`src/rtl/bitserial_mac_seq_ctrl_pkg.sv`:
```
// bitserial_mac_seq_ctrl_pkg: shared state codes and default widths for the bit-serial MAC sequencer
package bitserial_mac_seq_ctrl_pkg;
    localparam int MCAND_W_DEF = 4;
    localparam int MPLR_W_DEF = 4;
    localparam int CNT_W_DEF = 8;
    localparam int TIMEOUT_DEF = 64;
    typedef logic [2:0] state_t;
    localparam state_t IDLE = 3'd0;
    localparam state_t CLEAR = 3'd1;
    localparam state_t START = 3'd2;
    localparam state_t SHIFT = 3'd3;
    localparam state_t WAIT_DONE = 3'd4;
    localparam state_t OUT = 3'd5;
endpackage

```
`src/rtl/bitserial_mac_seq_ctrl_feeder.sv`:
```
// bitserial_shift_feeder: loadable LSB-first shift register with bit counter and last-bit flag
module bitserial_shift_feeder #(
    parameter int WIDTH = 4
) (
    input  logic             clk,
    input  logic             rst,
    input  logic             load,
    input  logic             shift,
    input  logic [WIDTH-1:0] din,
    output logic             serial_bit,
    output logic             last_bit
);
    localparam int CW = $clog2(WIDTH);
    logic [WIDTH-1:0] sr;
    logic [CW-1:0] cnt;
    always_ff @(posedge clk) begin
        if (rst) begin
            sr <= '0;
            cnt <= '0;
        end else if (load) begin
            sr <= din;
            cnt <= '0;
        end else if (shift) begin
            sr <= sr >> 1;
            cnt <= cnt + 1'b1;
        end
    end
    assign serial_bit = sr[0];
    assign last_bit = cnt == CW'(WIDTH - 1);
endmodule

```
`src/rtl/bitserial_mac_seq_ctrl.sv`:
```
// bitserial_mac_seq_ctrl: sequences one bit-serial multiply-accumulate per operand pair and
// returns the dot-product result and element count when the last pair completes
module bitserial_mac_seq_ctrl
    import bitserial_mac_seq_ctrl_pkg::*;
#(
    parameter int MULTIPLICAND_WIDTH = MCAND_W_DEF,
    parameter int MULTIPLIER_WIDTH = MPLR_W_DEF,
    parameter int ACC_WIDTH = MULTIPLICAND_WIDTH + MULTIPLIER_WIDTH,
    parameter int CNT_WIDTH = CNT_W_DEF,
    parameter int TIMEOUT_CYCLES = TIMEOUT_DEF
) (
    input  logic                          clk,
    input  logic                          rst,
    input  logic                          in_valid,
    output logic                          in_ready,
    input  logic [MULTIPLICAND_WIDTH-1:0] in_multiplicand,
    input  logic [MULTIPLIER_WIDTH-1:0]   in_multiplier,
    input  logic                          in_last,
    output logic                          mac_start,
    output logic                          mac_clear_acc,
    output logic [MULTIPLICAND_WIDTH-1:0] mac_multiplicand,
    output logic [MULTIPLIER_WIDTH-1:0]   mac_multiplier,
    output logic                          mac_serial_bit,
    input  logic                          mac_done,
    input  logic [ACC_WIDTH-1:0]          mac_result,
    output logic                          out_valid,
    input  logic                          out_ready,
    output logic [ACC_WIDTH-1:0]          out_result,
    output logic [CNT_WIDTH-1:0]          out_count,
    output logic                          busy,
    output logic                          timeout_err
);
    localparam int WDW = $clog2(TIMEOUT_CYCLES + 1);
    state_t state;
    logic first_flag, last_r, last_bit, ser, accept, feeding, wd_expired;
    logic [CNT_WIDTH-1:0] elem_cnt;
    logic [WDW-1:0] wd_cnt;
    assign accept = in_valid && in_ready;
    assign feeding = state == START || state == SHIFT;
    assign wd_expired = wd_cnt == WDW'(TIMEOUT_CYCLES - 1);
    bitserial_shift_feeder #(.WIDTH(MULTIPLIER_WIDTH)) u_feeder (
        .clk       (clk),
        .rst       (rst),
        .load      (accept),
        .shift     (feeding),
        .din       (in_multiplier),
        .serial_bit(ser),
        .last_bit  (last_bit)
    );
    always_ff @(posedge clk) begin
        if (rst) begin
            state <= IDLE;
            first_flag <= 1'b1;
            last_r <= 1'b0;
            mac_multiplicand <= '0;
            mac_multiplier <= '0;
            elem_cnt <= '0;
            wd_cnt <= '0;
            out_result <= '0;
            out_count <= '0;
            timeout_err <= 1'b0;
        end else begin
            case (state)
                IDLE: if (accept) begin
                    mac_multiplicand <= in_multiplicand;
                    mac_multiplier <= in_multiplier;
                    last_r <= in_last;
                    state <= first_flag ? CLEAR : START;
                end
                CLEAR: state <= START;
                START: state <= SHIFT;
                SHIFT: if (last_bit) state <= WAIT_DONE;
                WAIT_DONE: if (mac_done) begin
                    wd_cnt <= '0;
                    elem_cnt <= elem_cnt + 1'b1;
                    if (last_r) begin
                        out_result <= mac_result;
                        out_count <= elem_cnt + 1'b1;
                        state <= OUT;
                    end else begin
                        first_flag <= 1'b0;
                        state <= IDLE;
                    end
                end else if (wd_expired) begin
                    // watchdog abort drops the whole vector
                    wd_cnt <= '0;
                    timeout_err <= 1'b1;
                    first_flag <= 1'b1;
                    elem_cnt <= '0;
                    state <= IDLE;
                end else begin
                    wd_cnt <= wd_cnt + 1'b1;
                end
                OUT: if (out_ready) begin
                    first_flag <= 1'b1;
                    elem_cnt <= '0;
                    state <= IDLE;
                end
                default: state <= IDLE;
            endcase
        end
    end
    // strobes are masked during reset so an aborted operation never emits a stray pulse
    assign in_ready = state == IDLE && !rst;
    assign mac_clear_acc = state == CLEAR && !rst;
    assign mac_start = state == START && !rst;
    assign mac_serial_bit = feeding && !rst && ser;
    assign out_valid = state == OUT;
    assign busy = state != IDLE;
endmodule

```
`config.mk`:
```
export PLATFORM = sky130hd
export DESIGN_NAME = bitserial_mac_seq_ctrl
export DESIGN_NICKNAME = d
export VERILOG_FILES = /design/src/rtl/bitserial_mac_seq_ctrl_pkg.sv /design/src/rtl/bitserial_mac_seq_ctrl_feeder.sv /design/src/rtl/bitserial_mac_seq_ctrl.sv
export SDC_FILE = /design/constraint.sdc
export NUM_CORES = 1
export LEC_CHECK = 0
export CAP_MARGIN = 20
export CORE_MARGIN = 4
export CORE_UTILIZATION = 49
export DETAILED_ROUTE_END_ITERATION = 12
export PLACE_DENSITY = 0.88
export SYNTH_ARGS = -nofsm -noshare
export SYNTH_HDL_FRONTEND = slang
export SYNTH_HIERARCHICAL = 1
export SYNTH_SLANG_ARGS = --single-unit
```
`constraint.sdc`:
```
create_clock -name clk -period 2.25 [get_ports clk]
set_clock_uncertainty 0.1 [all_clocks]
set_input_delay 0.225 -clock clk [delete_from_list [all_inputs] [get_ports clk]]
set_output_delay 0.225 -clock clk [all_outputs]
set_load 0.05 [all_outputs]
```
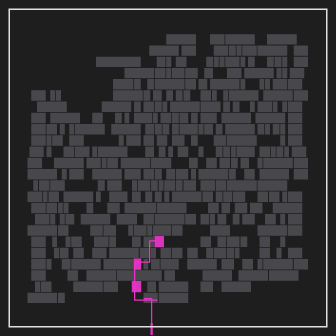
(images/port_trees.png)
- `in_valid`: magenta (direction input; edge bottom; end cells 3; wire 33.5 µm)

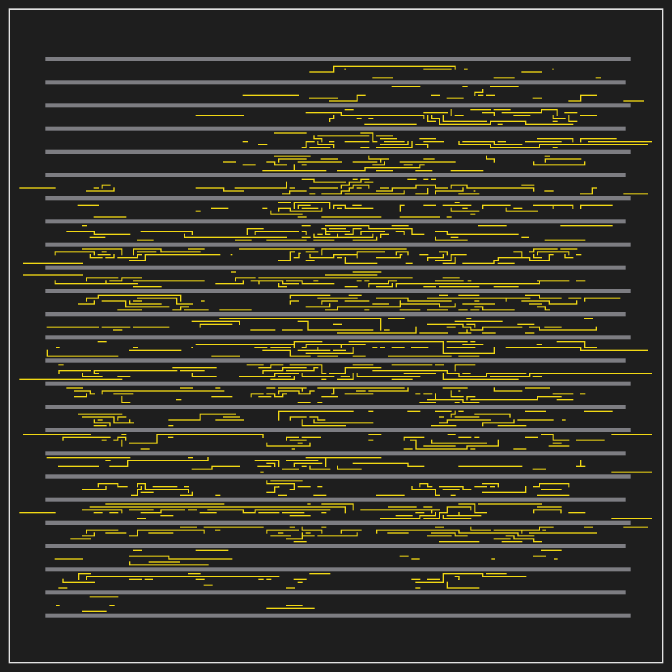
(images/m1.png)
Supply wires on this layer in gray.
- wire length on this layer: 2290 µm
- share of all routed wire: 45%
- longest straight run: 29.9 µm
- main direction: horizontal
- nets with wire on the layer: 311

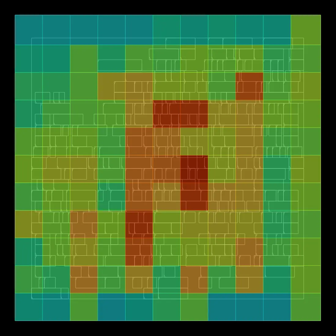
(images/congestion_map.png)
layer carrying the most global-route usage: met2
met2 Use GR: 0.314
M1 GR Usage: 0.196

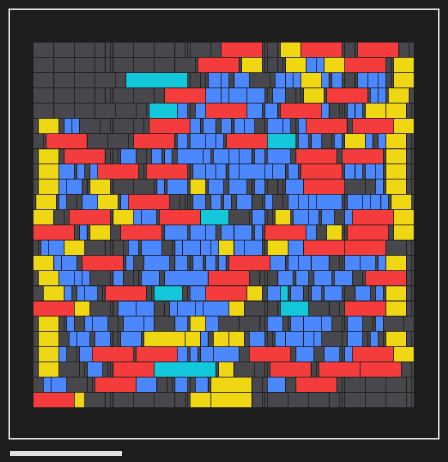
(images/class_map.png)
The bar under the picture is 20 µm long. Fill, decap, tap and diode cells in gray.
- sequential cells: red (cells 51)
- remaining logic cells: blue (cells 204)
- remaining buffers and delay cells: yellow (cells 61)
- clock drivers and dummy loads: cyan (cells 8)

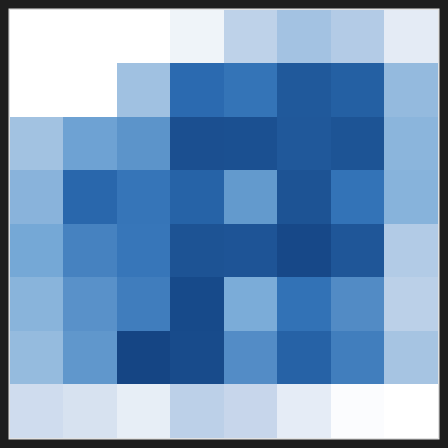
(images/util_map.png)
8 x 8 tiles, from white (low) to dark blue (high), 0 to 100% covered.
- fullest tile: 91%
- nearly empty tiles: 11%
- densest ninth of the die: middle
- tiles over 75% full: 28%

==> results.cfg <==
; physical design summary
[status]
status = complete, no violations

[logic_synthesis]
yosysTopAreaCellShare = 0.444
fa_ha_area_frac = 0.0163
simple_gate_share = 0.269
yosysTopAreaCell = dfxtp_1
synth-area-yosys_mm2 = 0.00230
synth_area_mm2 = 0.00230
netlist_logic_family_top = simple AND/OR/NAND/NOR gates
synthCells = 271
xor_share = 0.0267
floorplan.nets = 296
mux_share = 0.0218
edf_count = 0
async_reset_ff_frac = 0
synth_flops = 51
ys_sh_aoi = 0.178
ys_cells = 271
ys_seq_frac = 0.444
synth_warnings = 6
area_leaders = dfxtp_1 44%, nand2_1 6.9%, a211oi_1 5.2%, a21oi_1 4.8%, nand3b_1 3.9%
synthTopCellsByCount = 51 x dfxtp_1, 42 x nand2_1, 22 x a21oi_1
syn_area_per_cell_um2 = 8.48
top_cell = dfxtp_1
ys_types = 43
ys.flop_type = dfxtp_1

[global_route]
grt_max_degree = 29
grtUsageTotal = 0.176
grt_pass1_vias = 1988
grt.overflow.total = 0
grt_pass1_wl_mm = 8.59
antenna_found_initial = 0
grt_util_met3 = 0.0626

[worst_setup_path]
ff2ff_path_depth = 7
cp.required_ns = 1.92
ff2ff_setup_slack_ns = 0.27
crit_buf_inv = 3
cp-endpoint = mac_clear_acc
critPathLaunchType = flip-flop
criticalPathCategory = flip-flop to output pin
max_stage_delay_ns = 0.45
cp_top_family = buffers and inverters
reg2reg_from = state[0]
end_kind = output pin
path_max_fanout = 10
slowest_stage = dfxtp_1
crit_chain = buf_4 > inv_1 > nor4_2 > buf_12
regToRegEndpoint = u_feeder/sr[0]
cp-startpoint = state[0]
worstPathArrival_ns = 1.68
cp.depth = 4

[power]
combPwrFrac = 0.250
p_leak_nw = 1.11
p_per_area_mw_per_mm2 = 768
vdd_ir_drop_max_mv = 0.562
power_frac_clock = 0.319
p_int_mw = 1.64
p_sw_frac = 0.300
power.switching_uw = 702
seq_power_share = 0.431
power_mw = 2.34

[layout]
n_antenna_cell = 0
fillerInstances = 369
post-route-cell-area_mm2 = 0.00305
drive_above_1_share = 0.0926
combGateArea_mm2 = 0.00120
layout_top_cells = 51 x dfxtp_1, 45 x clkdlybuf4s50_1, 42 x nand2_1
final_cells = 376
syn_to_final_growth_pct = 32.8
lay_top_count = dfxtp_1
final_util = 0.687
fin_nets = 348
regArea_mm2 = 0.00102
largestRegisters = elem_cnt: 8 flops, out_count: 8 flops, out_result: 8 flops

[job]
warning_count = 26
drv_cap = 0

[min_path]
whs_endpoint = u_feeder/sr[3]
min-delay-path-class = input pin to flip-flop
min_path_cells = 2
hp-start = rst

[floorplan]
initial_core_util = 0.517
die_area_mm2 = 0.00585
die_w_um = 76.5
ios = 53
dieHeight_um = 76.5
num_rows = 24
core_area_mm2 = 0.00444

[clocking]
cts_buffers = 5
h-tree-depth = 2
clkSinkCount = 51
clockRootBuffer = clkbuf_8
post_cts_buffers = 0
clk_path_buf_depth = 2
cts-resized-gates = 0
insertion_delay_ns = 0.30
cts_tree = yes
postCtsHoldBufs = 0
clk_pin_slew_worst_paths_ns = 0.09

[sta]
fin_crit_ns = 2.01
relSlewSlack = 0.660
setup-violations-final = 0
rsz0062_at_grt = false
hold_viol = 0
worst_pin_slew_ns = 0.508
min_period_over_period = 0.893
slew_viol_final = 0
layout_setup_ws_ns = 0.241
fmax_ghz = 0.498
fin_setup_tns_ns = 0
hold-worst-slack_ns = 0.112

[route]
drt_iter0_markers = 53
routedWlPerCell_um = 13.7
ant_nets = 0
totalWireLength_mm = 5.15
drc = 0
via_count = 2085
dr.pass1.iters = 4
vias_per_cell = 5.55

[placement]
place.gp.congestion = 0.825
postPlaceCellArea_mm2 = 0.00292
place_hpwl_mm = 3.72
pre_cts_ws_ns = 0.197
post-place-cells = 368
port_buffers = 52
routing by layer:
| layer | vias to the layer above | routed length [µm] |
|---|---|---|
| li1 | 1067 | - |
| met1 | 956 | 2290 |
| met2 | 57 | 2490 |
| met3 | 5 | 324 |
| met4 | 0 | 46 |
| met5 | - | 0 |
power by group through the flow:
stage	clock network (mW)	registers, mW	logic [mW]
final	0.747	1.01	0.586
after global routing	0.800	1.02	0.625
after CTS	0.759	1.01	0.589
after detailed placement	0	1.03	0.584
after global placement	0	1.03	0.575
after floorplan	0	1.10	0.316
cell type report:
type | instances | area share
clock inverter | 2 | 0.0197
tap | 52 | 0.0213
multi-input combinational | 197 | 0.394
timing repair buffer | 61 | 0.198
clock buffer | 6 | 0.0238
inverter | 7 | 0.00861
sequential | 51 | 0.335
Power is estimated from default activity; no workload was simulated.
